Design uart_cmd_responder, sky130hd; sources not shown.
clock_wires.png
Bar = 20 um.
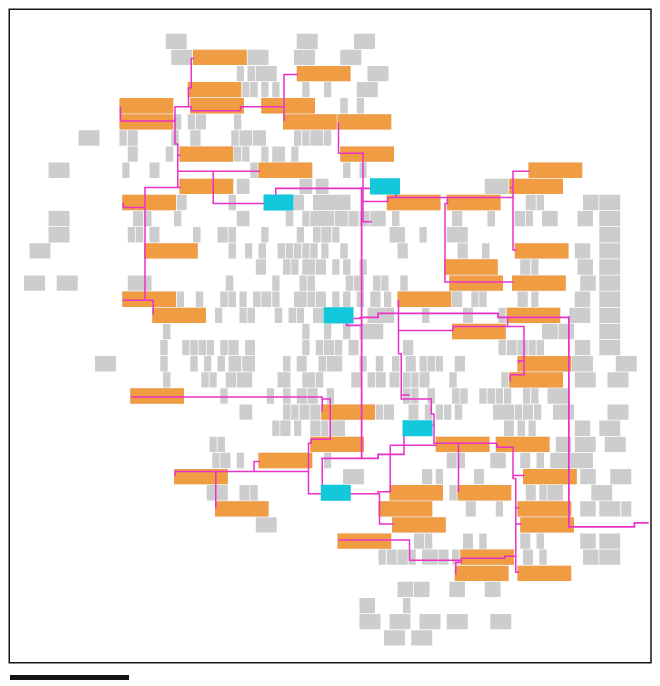
clock wires -> magenta  # length 691 um
flip-flops -> orange  # count 49
clock-net drivers -> cyan  # count 5
routed clock nets = 6
Worst-Skew Late Latency: 0.31 ns
clk pwr: 0.265 mW
Final Skew: 0.0119 ns
power share of the clock group: 0.161

class_map.png
Fill, decap, tap and diode cells in gray.
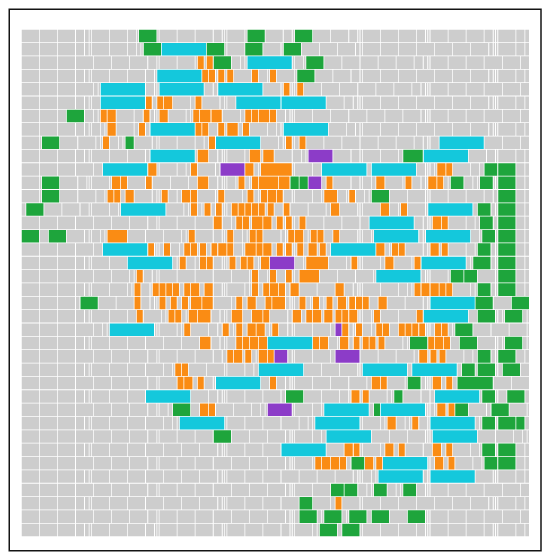
remaining logic cells -> orange  # cells 267
sequential cells -> cyan  # cells 49
clock drivers and dummy loads -> purple  # cells 8
remaining buffers and delay cells -> green  # cells 88
Final Core Density: 0.324
fin area: 3470 um^2
number of core rows: 38

==> results_slide.txt <==
Implementation Results

Outcome
  – Status: finished clean

Synthesis
  – Synth mux share: 0.00430
  – Top logic family: simple AND/OR/NAND/NOR gates
  – Aoi share: 0.104
  – Gate Count Post-Synth: 346
  – Sequential share of the synthesized area: 0.468
  – Post-synthesis async set-or-reset flop share: 1.00
  – Commonest cells in the synthesized netlist: nand2_1, dfrtp_1, inv_1, nor2_1, o21ai_0
  – Area of the mapped netlist: 2620 um^2
  – Cell Type Count: 23
  – Synth warn: 0
  – Net count after synthesis: 369
  – XOR-XNOR Cells, Area Fraction: 0
  – Area share, top type: 0.468

Power
  – Power per cell area: 475 nW/um^2
  – Comb pwr share: 0.481
  – Combinational Power: 0.792 mW
  – Sequential power share: 0.358
  – Power Internal: 0.991 mW
  – Pwr Total: 1.65 mW

Setup path
  – CP Launch Type: input pin
  – Critical Path Max Stage Delay: 0.48 ns
  – WP depth: 7
  – Flop-to-flop setup slack: 2.70 ns

Routing
  – Initial DRC Count: 197
  – Met3 wire len: 327 um
  – DRT met1 WL: 3.23 mm
  – Met2 wire length: 3.05 mm
  – Post-DR wirelength/cell: 12.2 um
  – DR DRC count: 0

Final layout
  – Commonest non-fill, non-tap cell in the layout: nand2_1
  – Final clock-cell share: 0.0252
  – Layout cells sized above 1: 0.117
  – Flops: 49
  – Multi-input gates: 230
  – Number of flip-flops under the largest register name: 16
  – Non-clk buf share: 0.231
  – CLK BUF: 6
  – Most frequent cells in the layout: nand2_1, clkdlybuf4s50_1, dfrtp_1, inv_1, nor2_1

Floorplanning
  – Initial Util: 0.245
  – Core Box Area: 10700 um^2
  – Well tap count: 140

Global routing
  – Met2 usage: 0.191
  – Largest net degree at the start of global routing: 28
  – Global Route Usage Sum: 0.118
  – GR peak layer: met2
  – Vias in the first global route: 2209

Final timing
  – RSZ-0062 raised after global routing: no
  – Final Hold Fails: 0
  – Max-Slew Margin vs Limit: 0.622
  – Cycle use final: 0.587
  – Final setup viols: 0

Placement
  – Final Wtd Congestion: 0.846
  – DP Cell Count: 544
  – Hpwl dp: 5.27 mm
  – Dpl cell area: 3380 um^2

CTS
  – Post-CTS Setup Repair Bufs: 0
  – H-Tree Depth: 2
  – CTS Buf Count: 5
  – # clock sinks: 49
  – CTS Buffer Depth: 2
  – CTS clk-pin slew, worst paths: 0.10 ns
  – CTS Root Cell: clkbuf_8

Min path
  – Hold Crit Depth: 2

Flow run
  – Max Cap Viol: 0
Power and IR drop assume default switching activity.
